Fig. 1: run 1, routing congestion
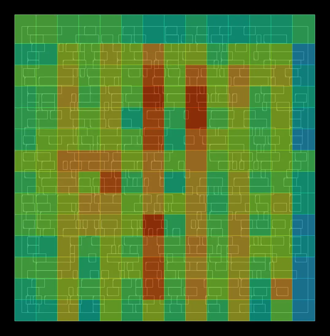
Fig. 2: run 1, clock network drawn from the DEF
Drawn at 4 px/um.
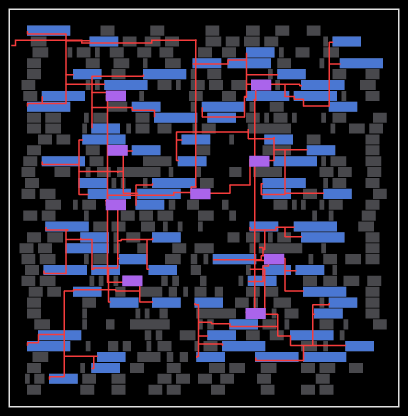
Fig. 3: run 1, cell area per tile
Drawn at 4 px/um. 10 x 10 tiles, from dark blue (low) to red (high), 0 to 100% covered.
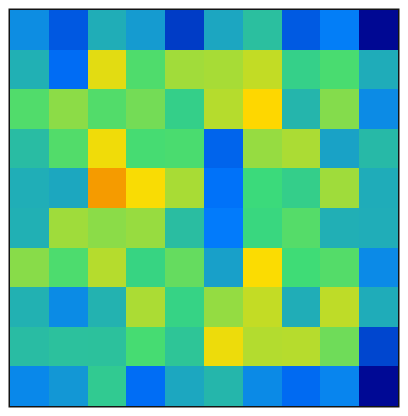
**src/rtl/fir_ctrl_pkg.sv**
```systemverilog
// Shared definitions for the FIR post-parameter controller: FSM state
// encoding, the default safe-point wait limit and requester indices.
package fir_ctrl_pkg;

  typedef enum logic [2:0] {
    ST_IDLE      = 3'd0,
    ST_GRANT     = 3'd1,
    ST_WAIT_SAFE = 3'd2,
    ST_APPLY     = 3'd3,
    ST_ACK       = 3'd4
  } state_t;

  localparam logic [15:0] TIMEOUT_CYC_DEF = 16'd4096;

  // Requester indices into the two-bit request vector.
  localparam logic REQ_HOST = 1'b0;
  localparam logic REQ_AUTO = 1'b1;

endpackage

```
**src/rtl/rr_arb2.sv**
```systemverilog
// Two-input round-robin arbiter. On simultaneous requests the requester
// that was not granted last wins; last-grant resets to AUTO so HOST wins
// first after reset.
module rr_arb2
  import fir_ctrl_pkg::*;
(
  input  logic       clk_i,
  input  logic       rst_n_i,
  input  logic [1:0] req_i,
  input  logic       update_i,
  output logic       vld_o,
  output logic       gnt_o
);

  logic last_q;

  // Winner selection from the current requests and the last grant.
  always_comb begin
    vld_o = |req_i;
    if (req_i == 2'b11) begin
      gnt_o = ~last_q;
    end else if (req_i[REQ_AUTO]) begin
      gnt_o = REQ_AUTO;
    end else begin
      gnt_o = REQ_HOST;
    end
  end

  // Remember who won whenever a grant is actually taken.
  always_ff @(posedge clk_i) begin
    if (!rst_n_i) begin
      last_q <= REQ_AUTO;
    end else if (update_i && vld_o) begin
      last_q <= gnt_o;
    end
  end

endmodule

```
**src/rtl/fir_post_para_ctrl.sv**
```systemverilog
// FIR post-processing parameter controller. Arbitrates host / motion
// controller parameter updates and applies them only at a safe point of the
// laser scan (track zero crossing between FIR samples, or scan stopped).
// Optional feature macro: FIR_PARA_TIMEOUT_EN bounds the safe-point wait to
// TIMEOUT_CYC cycles and raises a sticky timeout_o when it expires.
module fir_post_para_ctrl
  import fir_ctrl_pkg::*;
#(
  parameter real         TCQ         = 0.1,
  parameter logic [15:0] TIMEOUT_CYC = TIMEOUT_CYC_DEF
) (
  input  logic        clk_i,
  input  logic        rst_n_i,
  input  logic        laser_start_i,
  input  logic        fir_laser_vld_i,
  input  logic        fir_laser_zero_flag_i,
  input  logic        host_req_i,
  input  logic [15:0] host_circle_num_i,
  input  logic [15:0] host_track_num_i,
  input  logic        auto_req_i,
  input  logic [15:0] auto_circle_num_i,
  input  logic [15:0] auto_track_num_i,
  output logic        host_ack_o,
  output logic        auto_ack_o,
  output logic [15:0] circle_lose_num_o,
  output logic [15:0] track_align_num_o,
  output logic        fir_post_para_en_o,
  output logic        busy_o,
  output logic        timeout_o
);

  // Elaboration-time sanity check of the configuration.
  if (TCQ < 0.0 || TIMEOUT_CYC < 16'd2) begin : g_param_chk
    $error("fir_post_para_ctrl: TCQ must be >= 0 and TIMEOUT_CYC >= 2");
  end

  state_t      state_q;
  logic        gnt_who_q;
  logic [15:0] shadow_circle_q;
  logic [15:0] shadow_track_q;
  logic [15:0] circle_q;
  logic [15:0] track_q;
  logic        para_en_q;
  logic        host_ack_q;
  logic        auto_ack_q;
  logic        busy_q;
  logic        arb_vld;
  logic        arb_gnt;
  logic        safe_pt;
  logic        tmo_hit;
  logic        go_apply;

  rr_arb2 u_arb (
    .clk_i    (clk_i),
    .rst_n_i  (rst_n_i),
    .req_i    ({auto_req_i, host_req_i}),
    .update_i (state_q == ST_IDLE),
    .vld_o    (arb_vld),
    .gnt_o    (arb_gnt)
  );

`ifdef FIR_PARA_TIMEOUT_EN
  logic [15:0] wait_cnt_q;
  logic        timeout_q;

  // Safe-point wait counter: cleared in GRANT, counts WAIT_SAFE cycles.
  always_ff @(posedge clk_i) begin
    if (state_q == ST_GRANT) begin
      wait_cnt_q <= 16'd0;
    end else if (state_q == ST_WAIT_SAFE) begin
      wait_cnt_q <= wait_cnt_q + 16'd1;
    end
  end

  // Sticky timeout flag, cleared only by reset.
  always_ff @(posedge clk_i) begin
    if (!rst_n_i) begin
      timeout_q <= 1'b0;
    end else if (state_q == ST_WAIT_SAFE && tmo_hit && !safe_pt) begin
      timeout_q <= 1'b1;
    end
  end

  assign timeout_o = timeout_q;
`else
  assign timeout_o = 1'b0;
`endif

  // Decide whether the pending parameters may be applied this cycle.
  always_comb begin
    safe_pt  = !laser_start_i || (fir_laser_zero_flag_i && !fir_laser_vld_i);
    tmo_hit  = 1'b0;
`ifdef FIR_PARA_TIMEOUT_EN
    tmo_hit  = (wait_cnt_q == TIMEOUT_CYC - 16'd1);
`endif
    go_apply = 1'b0;
    case (state_q)
      ST_GRANT:     go_apply = !laser_start_i;
      ST_WAIT_SAFE: go_apply = safe_pt || tmo_hit;
      default:      go_apply = 1'b0;
    endcase
  end

  // Shadow registers capture the winner's values once, on the grant.
  always_ff @(posedge clk_i) begin
    if (state_q == ST_IDLE && arb_vld) begin
      shadow_circle_q <= (arb_gnt == REQ_AUTO) ? auto_circle_num_i : host_circle_num_i;
      shadow_track_q  <= (arb_gnt == REQ_AUTO) ? auto_track_num_i  : host_track_num_i;
    end
  end

  // Transaction FSM; every output is registered from the next-state decision.
  always_ff @(posedge clk_i) begin
    if (!rst_n_i) begin
      state_q    <= ST_IDLE;
      gnt_who_q  <= REQ_HOST;
      circle_q   <= 16'd0;
      track_q    <= 16'd0;
      para_en_q  <= 1'b0;
      host_ack_q <= 1'b0;
      auto_ack_q <= 1'b0;
      busy_q     <= 1'b0;
    end else begin
      para_en_q  <= 1'b0;
      host_ack_q <= 1'b0;
      auto_ack_q <= 1'b0;
      case (state_q)
        ST_IDLE: begin
          if (arb_vld) begin
            state_q   <= ST_GRANT;
            gnt_who_q <= arb_gnt;
            busy_q    <= 1'b1;
          end
        end
        ST_GRANT, ST_WAIT_SAFE: begin
          if (go_apply) begin
            state_q   <= ST_APPLY;
            para_en_q <= 1'b1;
            circle_q  <= shadow_circle_q;
            track_q   <= shadow_track_q;
          end else begin
            state_q   <= ST_WAIT_SAFE;
          end
        end
        ST_APPLY: begin
          state_q <= ST_ACK;
          if (gnt_who_q == REQ_AUTO) begin
            auto_ack_q <= 1'b1;
          end else begin
            host_ack_q <= 1'b1;
          end
        end
        default: begin
          state_q <= ST_IDLE;
          busy_q  <= 1'b0;
        end
      endcase
    end
  end

  assign host_ack_o         = host_ack_q;
  assign auto_ack_o         = auto_ack_q;
  assign circle_lose_num_o  = circle_q;
  assign track_align_num_o  = track_q;
  assign fir_post_para_en_o = para_en_q;
  assign busy_o             = busy_q;

endmodule

```
**config.mk**
```make
export PLATFORM = sky130hd
export DESIGN_NAME = fir_post_para_ctrl
export DESIGN_NICKNAME = d
export VERILOG_FILES = /design/src/rtl/fir_ctrl_pkg.sv /design/src/rtl/rr_arb2.sv /design/src/rtl/fir_post_para_ctrl.sv
export SDC_FILE = /design/constraint.sdc
export NUM_CORES = 1
export LEC_CHECK = 0
export CAP_MARGIN = 25
export CELL_PAD_IN_SITES_DETAIL_PLACEMENT = 1
export CELL_PAD_IN_SITES_GLOBAL_PLACEMENT = 1
export CORE_AREA = 2 2 95 97
export DETAILED_ROUTE_END_ITERATION = 12
export DIE_AREA = 0 0 97 99
export GPL_TIMING_DRIVEN = 0
export PLACE_DENSITY_LB_ADDON = 0.1
export SYNTH_ARGS = -nofsm -noshare
export SYNTH_HDL_FRONTEND = slang
export SYNTH_SLANG_ARGS = --single-unit
export TNS_END_PERCENT = 5
```
**constraint.sdc**
```tcl
create_clock -name clk_i -period 5.75 [get_ports clk_i]
set_input_delay 0.575 -clock clk_i [delete_from_list [all_inputs] [get_ports clk_i]]
set_output_delay 0.575 -clock clk_i [all_outputs]
set_load 0.05 [all_outputs]
```
==> flow_summary.json, run 1 <==
{
  "status": "finished clean",
  "die_h_um": 99,
  "drtIter0Drc": 26,
  "vias_per_cell": 4.70,
  "clk_latency_ns": 0.35,
  "vias": 2246,
  "min-delay-start": "gnt_who_q",
  "synth_top_area_share_pct": 31.2,
  "ys_async_sr_fraction_pct": 0,
  "drt_wl_total_um": 7370,
  "clk_pin_slew_ns": 0.08,
  "pwr-share-seq_pct": 39.8,
  "place_ws_ns": 3.25,
  "post-place-cells": 462,
  "warnings": 26,
  "p_clk_mw": 0.491,
  "clk_root_buffer_cell": "clkbuf_8",
  "fp.dieW_um": 97,
  "final_common_cell": "clkdlybuf4s50_1",
  "grt_pass1_vias": 2418,
  "fmax_ghz": 0.469,
  "place_congestion": 0.755,
  "setup_ws_ns": 3.62,
  "ys_types": 31,
  "cp.required_ns": 5.84,
  "setup_viol": 0,
  "hold_viol": 0,
  "cp_max_fo": 10,
  "comb-power_mw": 0.558,
  "startpoint": "auto_req_i",
  "overflow": 0,
  "yosysCellCount": 247,
  "hp-class": "reg -> reg",
  "skew_ns": 0.0123,
  "nNetsFinal": 436,
  "largest_area_cell": "edfxtp_1",
  "clockBufferDepth": 2,
  "most_common_cell": "nand2_1",
  "arrival_ns": 2.22,
  "grt_max_degree": 18,
  "post_dp_cell_area_um2": 4310,
  "hold_depth": 1
}
-- Fig. 1 (at the start) --
Post-Route Utilization: 53.2%
Routed WL per cell: 15.4 um
routing usage on met1: 17.2%
gr usage total: 16.1%
grt met2 use: 29.5%

-- Fig. 2 (at the start) --
Key: flip-flops = blue [count 73]; clock drivers = purple [count 9]; clock wires = red [length 968 um]
Position of the flops: all over the die. There are 10 routed clock nets.

-- Fig. 3 (at the start) --
2.0% of the tiles are over 75% full. The fullest tile reaches 82%. 2.0% of the tiles are nearly empty. The mean over all tiles is 46%.
initial core utilization: 36.0%
core area: 8550 um2

## run 1: state kept, by name, indices dropped and copies added, names as in the netlist
name / count
auto_ack_o: 1
shadow_track_q: 16
busy_o: 1
shadow_circle_q: 16
state_q: 3
host_ack_o: 1
gnt_who_q: 1
circle_lose_num_o: 16
track_align_num_o: 16
fir_post_para_en_o: 1
u_arb.last_q: 1
## run 1: per-layer routing
metal,track usage [%],up-vias,share of wire (%)
met4,6.83,0,1.8
met3,5.04,10,6.2
li1,-,1088,-
met5,0,-,0
met2,29.5,70,51
met1,17.2,1078,41
## run 1: logic make-up after synthesis
logic type	Yosys count	share of synthesized area [%]
simple gates	81	11.0
flops	73	57.9
mux	64	22.1
buf+inv	17	5.33
compound gates	10	3.01
xor+xnor	1	0.529
other cells	1	0.122
## run 1: layout make-up
| class | instances | area, um2 | area share [%] |
|---|---|---|---|
| plain buffers | 16 | 160 | 3.52 |
| clock buffers | 11 | 141 | 3.11 |
| clock inverters | 5 | 103 | 2.25 |
| inverters | 1 | 3.75 | 0.0825 |
| multi-input cells | 157 | 1140 | 25.0 |
| flip-flops and latches | 73 | 1780 | 39.1 |
| well taps | 108 | 135 | 2.97 |
| repair buffers | 107 | 1090 | 23.9 |
## run 1: critical path: stages
cell,delay [ns]
clkdlybuf4s50_1,0.55
a21boi_2,0.35
buf_2,0.35
mux2_2,0.39
## run 1: stage by stage
stage	power, mW	hold slack, ns	utilization (%)
2_1_floorplan	1.06	0.412	-
3_3_place_gp	1.25	0.441	50.0
3_5_place_dp	1.27	0.437	50.4
4_1_cts	1.76	0.453	53.2
5_1_grt	1.82	0.473	53.2
6_report	1.74	0.454	53.2
Fig. 4: run 1, port wiring
Drawn at 3 px/um.
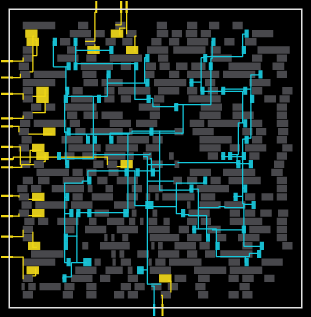

==> run 2, diff against run 1 <==
Settings changed: CORE_AREA 2 2 95 97 to 2 2 103 105, DIE_AREA 0 0 97 99 to 0 0 105 107.
Clock period 5.75 ns to 1.9 ns, I/O delays scaled along.
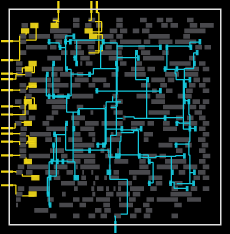
Fig. 5. Port wiring (run 2).
Drawn at 2 px/um.
Key: `rst_n_i` = cyan [bits 1, direction input, end cells 68, buffers 8, wire 1,000 um]; `auto_circle_num_i` = yellow [bits 16, direction input, end cells 16, buffers 16, wire 242 um]
Top Ports: 108
Port Buffers: 106

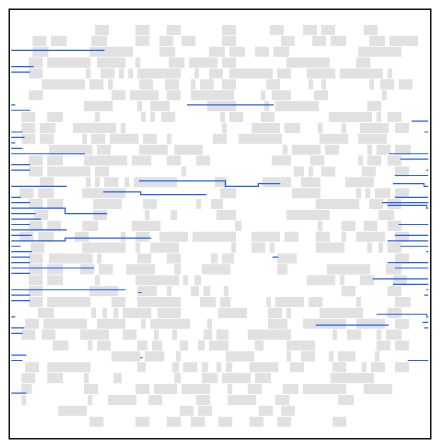
Fig. 6. Met3 routing (run 2).
Drawn at 4 px/um. Cells faint in the background.
The wires run mostly horizontal. 64 nets have wire on it. The layer holds 7.3% of the routed length.
M3 GR Usage: 5.59%
DRT Wirelength: 7470 um
via count: 2,262

==> flow_summary.json, run 2 <==
{
  "post-place-cells": 490,
  "register_area_um2": 1780,
  "critical_path_depth": 4,
  "warnings": 26,
  "hp-class": "reg -> reg",
  "most_common_cell": "nand2_1",
  "clk_pin_slew_ns": 0.08,
  "largest_area_cell": "edfxtp_1",
  "vias_per_cell": 4.47,
  "nNetsFinal": 436,
  "crit_family": "simple AND/OR/NAND/NOR gates",
  "die_h_um": 107,
  "setup_viol": 0,
  "yosysCellCount": 247,
  "initCoreUtil_pct": 30.5,
  "ys_types": 31,
  "grt_util_met2_pct": 24.8,
  "grt_max_degree": 28,
  "hold_viol": 0,
  "use_met1_pct": 15.4,
  "wl_per_cell_um": 14.8,
  "dr_wl_met2_um": 3670,
  "status": "finished clean",
  "final_common_cell": "clkdlybuf4s50_1",
  "core_area_um2": 10100,
  "drtIter0Drc": 55,
  "place_congestion": 0.748,
  "met1Wirelength_um": 3130,
  "fmax_ghz": 0.565,
  "min-delay-start": "circle_lose_num_o[6]",
  "fp.dieW_um": 105,
  "path_cells": "buf_6, nor3_1, nor2b_4, buf_12",
  "ys_async_sr_fraction_pct": 0,
  "skew_ns": 0.00990,
  "crit_buf_inv": 2
}
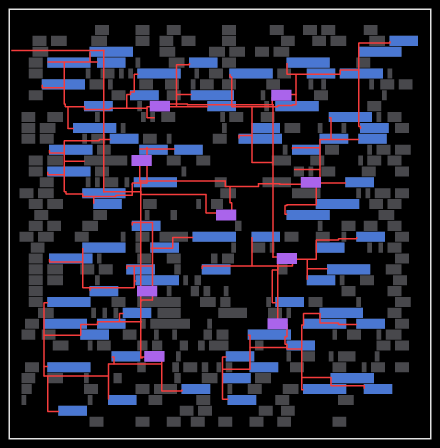
Fig. 7. Clock network drawn from the DEF (run 2).
Drawn at 4 px/um.
Key: clock wires = red [length 1,030 um]; clock drivers = purple [count 9]; flip-flops = blue [count 73]
There are 10 routed clock nets.

[run 2: cell counts after synthesis]
No cell type changed its count.
[run 2: worst register-to-register path, stage by stage, from the launching register on]
cell and delay [ns]:
dfxtp_1 0.31, buf_6 0.13, nor3_1 0.39, nor2b_4 0.38
buf_12 0.25
[run 2: layout make-up]
class,instances,area share (%)
well taps,136,3.74
clock buffers,11,3.10
flip-flops and latches,73,39.1
plain buffers,16,3.52
inverters,1,0.0824
clock inverters,5,1.73
multi-input cells,157,25.0
repair buffers,107,23.7
[run 2: power by group]
group	internal, mW	switching, mW
combinational	0.717	0.959
clock	0.772	0.585
sequential	1.98	0.107
[run 2: logic make-up (layout without fill, tap and decap cells)]
logic type | count (synthesis) | in the layout | synth area share [%]
compound gates | 10 | 10 | 3.01
flops | 73 | 73 | 57.9
simple gates | 81 | 81 | 11.0
xor+xnor | 1 | 1 | 0.529
buf+inv | 17 | 140 | 5.33
mux | 64 | 64 | 22.1
other cells | 1 | 1 | 0.122
[run 2: metrics by stage]
| stage | setup TNS [ns] | total power [mW] | util [%] | setup WS, ns | area (um2) |
|---|---|---|---|---|---|
| after floorplan | 0 | 3.21 | - | 0.185 | 3080 |
| after global placement | -14.77 | 3.78 | 42.8 | -0.276 | 4320 |
| after detailed placement | -6.18 | 3.84 | 43.0 | -0.240 | 4340 |
| after CTS | 0 | 5.21 | 45.1 | 0.113 | 4560 |
| after global routing | 0 | 5.39 | 45.1 | 0.00470 | 4560 |
| final | 0 | 5.12 | 45.1 | 0.131 | 4560 |
[run 2: worst paths after layout]
path                           to  slack (ns)
min reg2reg  circle_lose_num_o[6]        0.46
max             shadow_track_q[8]        0.13
max reg2reg     shadow_track_q[8]        0.13
min          circle_lose_num_o[6]        0.46
No activity file was given, so power comes from the tool's default toggle rates.
